**config.mk**
```make
export PLATFORM = sky130hd
export DESIGN_NAME = fader_sched
export DESIGN_NICKNAME = d
export VERILOG_FILES = /design/src/rtl/fader_sched_pkg.sv /design/src/rtl/fader_sched_sat_counter.sv /design/src/rtl/fader_sched.sv
export SDC_FILE = /design/constraint.sdc
export NUM_CORES = 1
export LEC_CHECK = 0
export ABC_AREA = 0
export CORE_ASPECT_RATIO = 1.5
export CORE_MARGIN = 10
export CORE_UTILIZATION = 47
export DETAILED_ROUTE_END_ITERATION = 16
export DONT_BUFFER_PORTS = 1
export PLACE_DENSITY = 0.7
export SYNTH_ARGS = -nofsm -noshare
export SYNTH_HDL_FRONTEND = slang
export SYNTH_SLANG_ARGS = --single-unit
```
**constraint.sdc**
```tcl
create_clock -name clk -period 5.3 [get_ports clk]
set_clock_uncertainty 0.05 [all_clocks]
set_input_delay 1.06 -clock clk [delete_from_list [all_inputs] [get_ports clk]]
set_output_delay 1.06 -clock clk [all_outputs]
set_load 0.02 [all_outputs]
```
**src/rtl/fader_sched_pkg.sv**
```systemverilog
// Shared types and constants for the fader run scheduler.
package fader_sched_pack;

  typedef enum logic [1:0] {
    StIdle,
    StStart,
    StRun,
    StDrain
  } state_e;

  localparam int unsigned DEF_M   = 8;
  localparam int unsigned DEF_N   = 32;
  localparam int unsigned RUN_LEN = DEF_M * DEF_N;
  localparam int unsigned CNT_W   = 9;
  localparam int unsigned T_W     = 25;

endpackage

```
**src/rtl/fader_sched_sat_counter.sv**
```systemverilog
// Saturating up-counter with synchronous clear; clear wins over increment.
module sat_counter #(
  parameter int unsigned Width = 16
) (
  input  logic             clk_i,
  input  logic             rst_ni,
  input  logic             clr_i,
  input  logic             inc_i,
  output logic [Width-1:0] count_o
);

  logic [Width-1:0] count_q, count_d;

  always_comb begin
    count_d = count_q;
    if (clr_i) begin
      count_d = '0;
    end else if (inc_i && (count_q != '1)) begin
      count_d = count_q + 1'b1;
    end
  end

  always_ff @(posedge clk_i or negedge rst_ni) begin
    if (!rst_ni) begin
      count_q <= '0;
    end else begin
      count_q <= count_d;
    end
  end

  assign count_o = count_q;

endmodule

```
**src/rtl/fader_sched.sv**
```systemverilog
// Schedules one fader run per sample tick: START pulse, M*N RUN cycles, PIPE_LAT DRAIN cycles,
// then advances the time index. Ticks arriving while a run is in flight are counted as overruns.
module fader_sched
  import fader_sched_pack::*;
#(
  parameter int unsigned M        = DEF_M,
  parameter int unsigned N        = DEF_N,
  parameter int unsigned PIPE_LAT = 4
) (
  input  logic           clk,
  input  logic           reset,
  input  logic           enable,
  input  logic           tick,
  input  logic           t_load,
  input  logic [T_W-1:0] t_load_val,
  input  logic           clr_overrun,
  output logic           fader_start,
  output logic [T_W-1:0] fader_t_index,
  output logic           busy,
  output logic           run_done,
  output logic           overrun,
  output logic [15:0]    overrun_count
);

  localparam int unsigned     RunLen    = M * N;
  localparam logic [CNT_W-1:0] RunLast   = CNT_W'(RunLen - 1);
  localparam logic [CNT_W-1:0] DrainLast = CNT_W'(PIPE_LAT - 1);

  state_e           state_q, state_d;
  logic [CNT_W-1:0] cnt_q, cnt_d;
  logic [T_W-1:0]   idx_q, idx_d;
  logic [T_W-1:0]   pend_val_q, pend_val_d;
  logic             pend_q, pend_d;
  logic             overrun_q, overrun_d;
  logic             busy_w, done_w, drop_w;

  assign busy_w = (state_q != StIdle);
  assign done_w = (state_q == StDrain) && (cnt_q == DrainLast);
  assign drop_w = tick && busy_w;

  always_comb begin
    state_d = state_q;
    cnt_d   = cnt_q;
    unique case (state_q)
      StIdle: begin
        if (tick && enable) begin
          state_d = StStart;
        end
      end
      StStart: begin
        state_d = StRun;
        cnt_d   = '0;
      end
      StRun: begin
        if (cnt_q == RunLast) begin
          state_d = StDrain;
          cnt_d   = '0;
        end else begin
          cnt_d = cnt_q + 1'b1;
        end
      end
      StDrain: begin
        if (cnt_q == DrainLast) begin
          state_d = StIdle;
        end else begin
          cnt_d = cnt_q + 1'b1;
        end
      end
      default: state_d = StIdle;
    endcase
  end

  // Index is frozen while busy; loads arriving mid-run are parked until run_done.
  // A load on the run_done cycle itself is the freshest value and wins.
  always_comb begin
    idx_d      = idx_q;
    pend_d     = pend_q;
    pend_val_d = pend_val_q;
    if (done_w) begin
      pend_d = 1'b0;
      if (t_load) begin
        idx_d = t_load_val;
      end else if (pend_q) begin
        idx_d = pend_val_q;
      end else begin
        idx_d = idx_q + 1'b1;
      end
    end else if (t_load) begin
      if (busy_w) begin
        pend_d     = 1'b1;
        pend_val_d = t_load_val;
      end else begin
        idx_d = t_load_val;
      end
    end
  end

  always_comb begin
    overrun_d = overrun_q;
    if (clr_overrun) begin
      overrun_d = 1'b0;
    end else if (drop_w) begin
      overrun_d = 1'b1;
    end
  end

  always_ff @(posedge clk or negedge reset) begin
    if (!reset) begin
      state_q    <= StIdle;
      cnt_q      <= '0;
      idx_q      <= '0;
      pend_q     <= 1'b0;
      pend_val_q <= '0;
      overrun_q  <= 1'b0;
    end else begin
      state_q    <= state_d;
      cnt_q      <= cnt_d;
      idx_q      <= idx_d;
      pend_q     <= pend_d;
      pend_val_q <= pend_val_d;
      overrun_q  <= overrun_d;
    end
  end

  sat_counter #(
    .Width(16)
  ) u_overrun_cnt (
    .clk_i  (clk),
    .rst_ni (reset),
    .clr_i  (clr_overrun),
    .inc_i  (drop_w),
    .count_o(overrun_count)
  );

  assign fader_start   = (state_q == StStart);
  assign fader_t_index = idx_q;
  assign busy          = busy_w;
  assign run_done      = done_w;
  assign overrun       = overrun_q;

endmodule

```
run_1/clock_wires.png
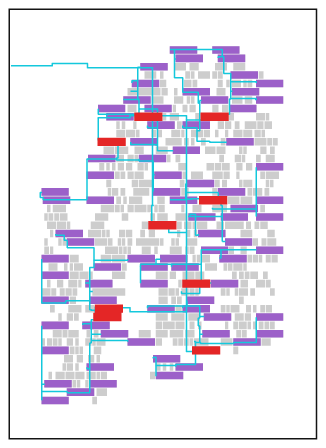
purple -> flip-flops  # count 79
cyan -> clock wires  # length 992 um
red -> clock-net drivers  # count 9
routed clock nets = 10
flops lie = spread over the die

run_1/placed.png
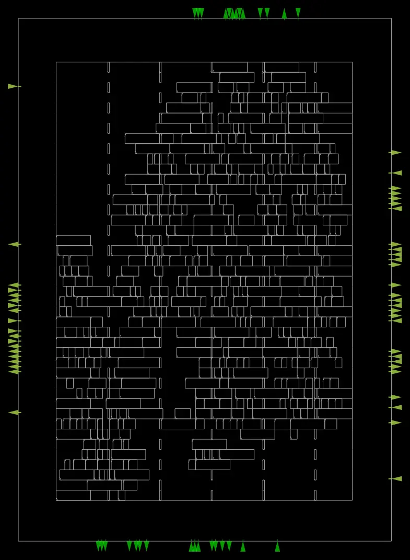
n_taps: 112
sequential share of cell area: 40.82%
Placeable Area: 9254 um2
fillcell total: 840
fin cells: 576

run_1/gates.png
The bar under the picture is 20 um long.
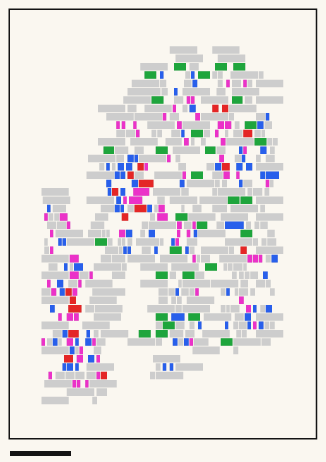
red -> and/or cells  # cells 17, most used and3_1
green -> mux cells  # cells 30, most used mux2_2
magenta -> nor cells  # cells 71, most used nor2_1
blue -> nand cells  # cells 76, most used nand2_1

==> Changelog: implementation, run 1 <==
### Changed

- Worst r2r path cells: 7
- Slew HR: between 10% and 20%
- Comb area share: between 40% and 50%
- Post-Synth Simple-Gate Area: 19.34%
- Setup CP Type: register to output port
- Logic area: 2292 um2
- Outcome: completed
- Adder share: under 10%
- Root Driver: clkbuf_16
- Resized cells post-CTS: 0
- Fin worst setup slack: approximately 2400 ps
- TritonRoute pass-1 iters: 4
- Chip area: 13910 um2
- OpenROAD warnings: 31
- Largest net degree at the start of global routing: around 80
- Tightest Pin Transition: roughly 1200 ps
- # nets final: roughly 500
- Fp util: between 40% and 50%
- Synth cell types: about 62
- Critical path peak fanout: 6
- Max incr delay on CP: ~430 ps
- Grt met1 use: between 10% and 20%
- GRT overflow: 0
- Synth Warn #: 0
- Unrepaired setup endpoints after global routing: no
- CTS tree: built
- Top cells excl fill/tap: dfrtp_1, nor2_1, a21oi_1
- Avg Inst Size Synth: approximately 9.6 um2
- HPWL after DPL: roughly 8000 um
- Late-Pin Clk Latency: 340 ps
- Placement Rows: ~43
- Vias per std cell: between 6 and 7
- Power Density: 530.1 nW/um2
- Longest Clk Path Bufs: 2
==> run 1: state kept, by name (all words and copies together) (netlist names) <==
| name | count |
|---|---|
| pend_val_q | 25 |
| pend_q | 1 |
| fader_t_index | 25 |
| state_q | 2 |
| cnt_q | 9 |
| u_overrun_cnt.count_o | 16 |
| overrun | 1 |
==> run 1: synthesized netlist by cell type, types with 3 or more instances <==
cell type  instances  area, um2
a21oi_1           36      180.2
a22oi_1            4      30.03
a2bb2oi_1          4      35.03
a31oi_1            7      43.79
and3_1             6      37.54
buf_2              5      25.02
buf_4              4      30.03
buf_6              3      33.78
clkbuf_1          10      37.54
dfrtp_1           79       1977
ha_1              10      125.1
inv_1             22      82.58
mux2_2            26      292.8
mux2i_1            4      40.04
nand2_1           34      127.6
nand2b_1           3      18.77
nand3_1           19      95.09
nand4_1           16      100.1
nor2_1            44      165.2
nor3_1            14      70.07
nor4_1             6      37.54
o21ai_0           25      125.1
o21ai_1            3      15.01
o22ai_1            5      31.28
o31ai_1            3      22.52
or2_2              3      18.77
xnor2_1           13      113.9
xor2_1            17      148.9
==> run 1: per-layer routing <==
layer / share of wire (%) / wire length (um) / vias up
met5: 0 / 0 / -
met4: 1.5 / 172 / 0
met1: 37 / 4232 / 1751
li1: - / - / 1674
met2: 52 / 5842 / 98
met3: 9.6 / 1084 / 10
==> run 1: metrics by stage <==
step | power, W | std cells | area [um2] | hold slack (ps)
2_1_floorplan | 0.001729 | 468 | 4477 | 421.5
3_3_place_gp | 0.001865 | 560 | 4511 | 432.1
3_5_place_dp | 0.001905 | 560 | 4511 | 441.0
4_1_cts | 0.002585 | 576 | 4843 | 362.8
5_1_grt | 0.002742 | 576 | 4843 | 352.8
6_report | 0.002568 | 576 | 4843 | 367.8
## Run 2: what changed since run 1
--- a/config.mk
+++ b/config.mk
@@ -11,7 +11,7 @@
 export CORE_UTILIZATION = 47
 export DETAILED_ROUTE_END_ITERATION = 16
 export DONT_BUFFER_PORTS = 1
-export PLACE_DENSITY = 0.7
+export PLACE_DENSITY = 0.72
 export SYNTH_ARGS = -nofsm -noshare
 export SYNTH_HDL_FRONTEND = slang
 export SYNTH_SLANG_ARGS = --single-unit
==> constraint.sdc (replaced) <==
create_clock -name clk -period 2.7 [get_ports clk]
set_clock_uncertainty 0.05 [all_clocks]
set_input_delay 0.54 -clock clk [delete_from_list [all_inputs] [get_ports clk]]
set_output_delay 0.54 -clock clk [all_outputs]
set_load 0.02 [all_outputs]
run_2/route_heat.png
20 x 28 tiles, from black (low) to pale yellow (high), scaled to the fullest tile. Values are wire area over tile area, all layers added.
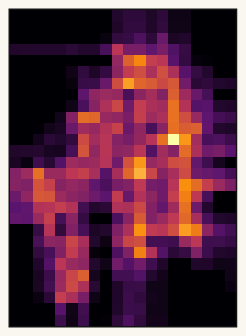
emptiest ninth of the die = top left
fullest tile = 0.63
tiles over half the peak = 13%

run_2/closeup.png
The bar under the picture is 10 um long. Window x 37 to 62, y 29 to 54 um. Cells in gray, sequential cells in the stronger gray; small squares are vias.
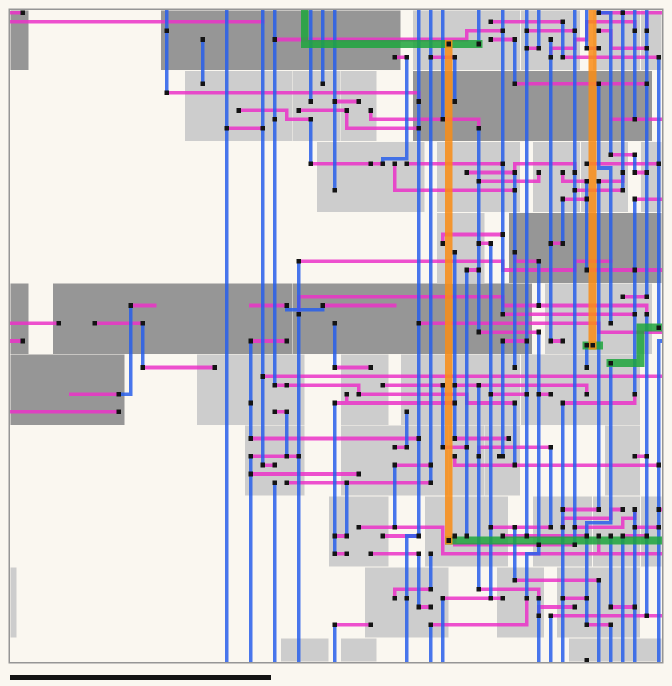
green -> M3
orange -> M4
magenta -> M1
blue -> M2
most frequent = mux2_2 (6), dfrtp_1 (5), o21ai_0 (4)
sequential cells in the window = 5
cells with their middle in the window = 36
netlist names of flops here include = `pend_val_q` (4), `fader_t_index` (1)

==> Changelog: implementation, run 2 <==
### Changed

- Post-route cell area: 4932 um2
- Late-Pin Clk Latency: ~340 ps
- Largest net degree at the start of global routing: ~80
- Fillcell total: roughly 820
- Synth Warn #: 0
- Placement Rows: between 40 and 50
- Vias per std cell: just over 6
- Critical path peak fanout: 6
- Synth cell types: between 60 and 70
- Max incr delay on CP: around 440 ps
- Setup CP Type: register to output port
- Fin worst setup slack: approximately 260 ps
- HPWL after DPL: 8556 um
- GRT overflow: 0
- TritonRoute pass-1 iters: 5
- OpenROAD warnings: 31
- Yosys top cell by area: dfrtp_1
- Slew HR: roughly half
- Outcome: completed
- Tightest Pin Transition: around 740 ps
- Top cells by area: dfrtp_1, mux2_2, a21oi_1, nor2_1, xor2_1
- Top cells excl fill/tap: dfrtp_1, nor2_1, a21oi_1
- Post-Place Cells: between 500 and 600
- Root Driver: clkbuf_16
- Count leader, synth: dfrtp_1
[run 2: cell counts after synthesis]
Identical to the previous run, type by type.
[run 2: layout make-up]
| type | count | area [um2] | share of cell area (%) |
|---|---|---|---|
| Clock buffer | 14 | 254.0 | 5.150 |
| Clock inverter | 1 | 5.005 | 0.1015 |
| Inverter | 23 | 86.33 | 1.750 |
| Multi-Input combinational cell | 344 | 2292 | 46.47 |
| Sequential cell | 79 | 1977 | 40.08 |
| Tap cell | 112 | 140.1 | 2.841 |
| Timing Repair Buffer | 21 | 177.7 | 3.602 |
[run 2: what timing repair did]
item | 4_1_cts | 5_1_grt
endpoints found under the setup margin | 0 | 0
gates resized | 0 | 0
endpoints found under the hold margin | 79 | 0
hold buffers | 1 | 0
[run 2: final timing paths]
kind | startpoint | depth (start not counted) | slack [ps] | endpoint
max reg2reg | cnt_q[0] | 6 | 360 | state_q[1]
min reg2reg | pend_val_q[24] | 1 | 450 | pend_val_q[24]
max in group asynchronous | reset | 1 | 2240 | state_q[1]
min | reset | 1 | 50 | pend_val_q[22]
max | cnt_q[0] | 4 | 260 | run_done
min in group clk | clr_overrun | 1 | 210 | overrun
[run 2: logic make-up after synthesis]
family | Yosys count | share of synthesized area, %
xor+xnor | 30 | 5.869
simple gates | 164 | 19.34
flops | 79 | 44.16
compound gates | 110 | 15.65
buf+inv | 45 | 4.751
fa+ha+maj | 10 | 2.795
mux | 30 | 7.434
[run 2: power by group]
group	leakage, nW	internal, W	switching [W]
sequential	0.978	0.00159	0.000610
combinational	0.947	0.000744	0.000932
clock	0.127	0.000642	0.000439
total	2.05	0.00297	0.00198
[run 2: layer usage]
metal / part of all wire (%) / vias to the layer above
met5: 0 / -
met4: 1.8 / 0
met3: 9.2 / 21
met2: 54 / 121
met1: 35 / 1824
li1: - / 1713
Power is estimated from default activity; no workload was simulated.
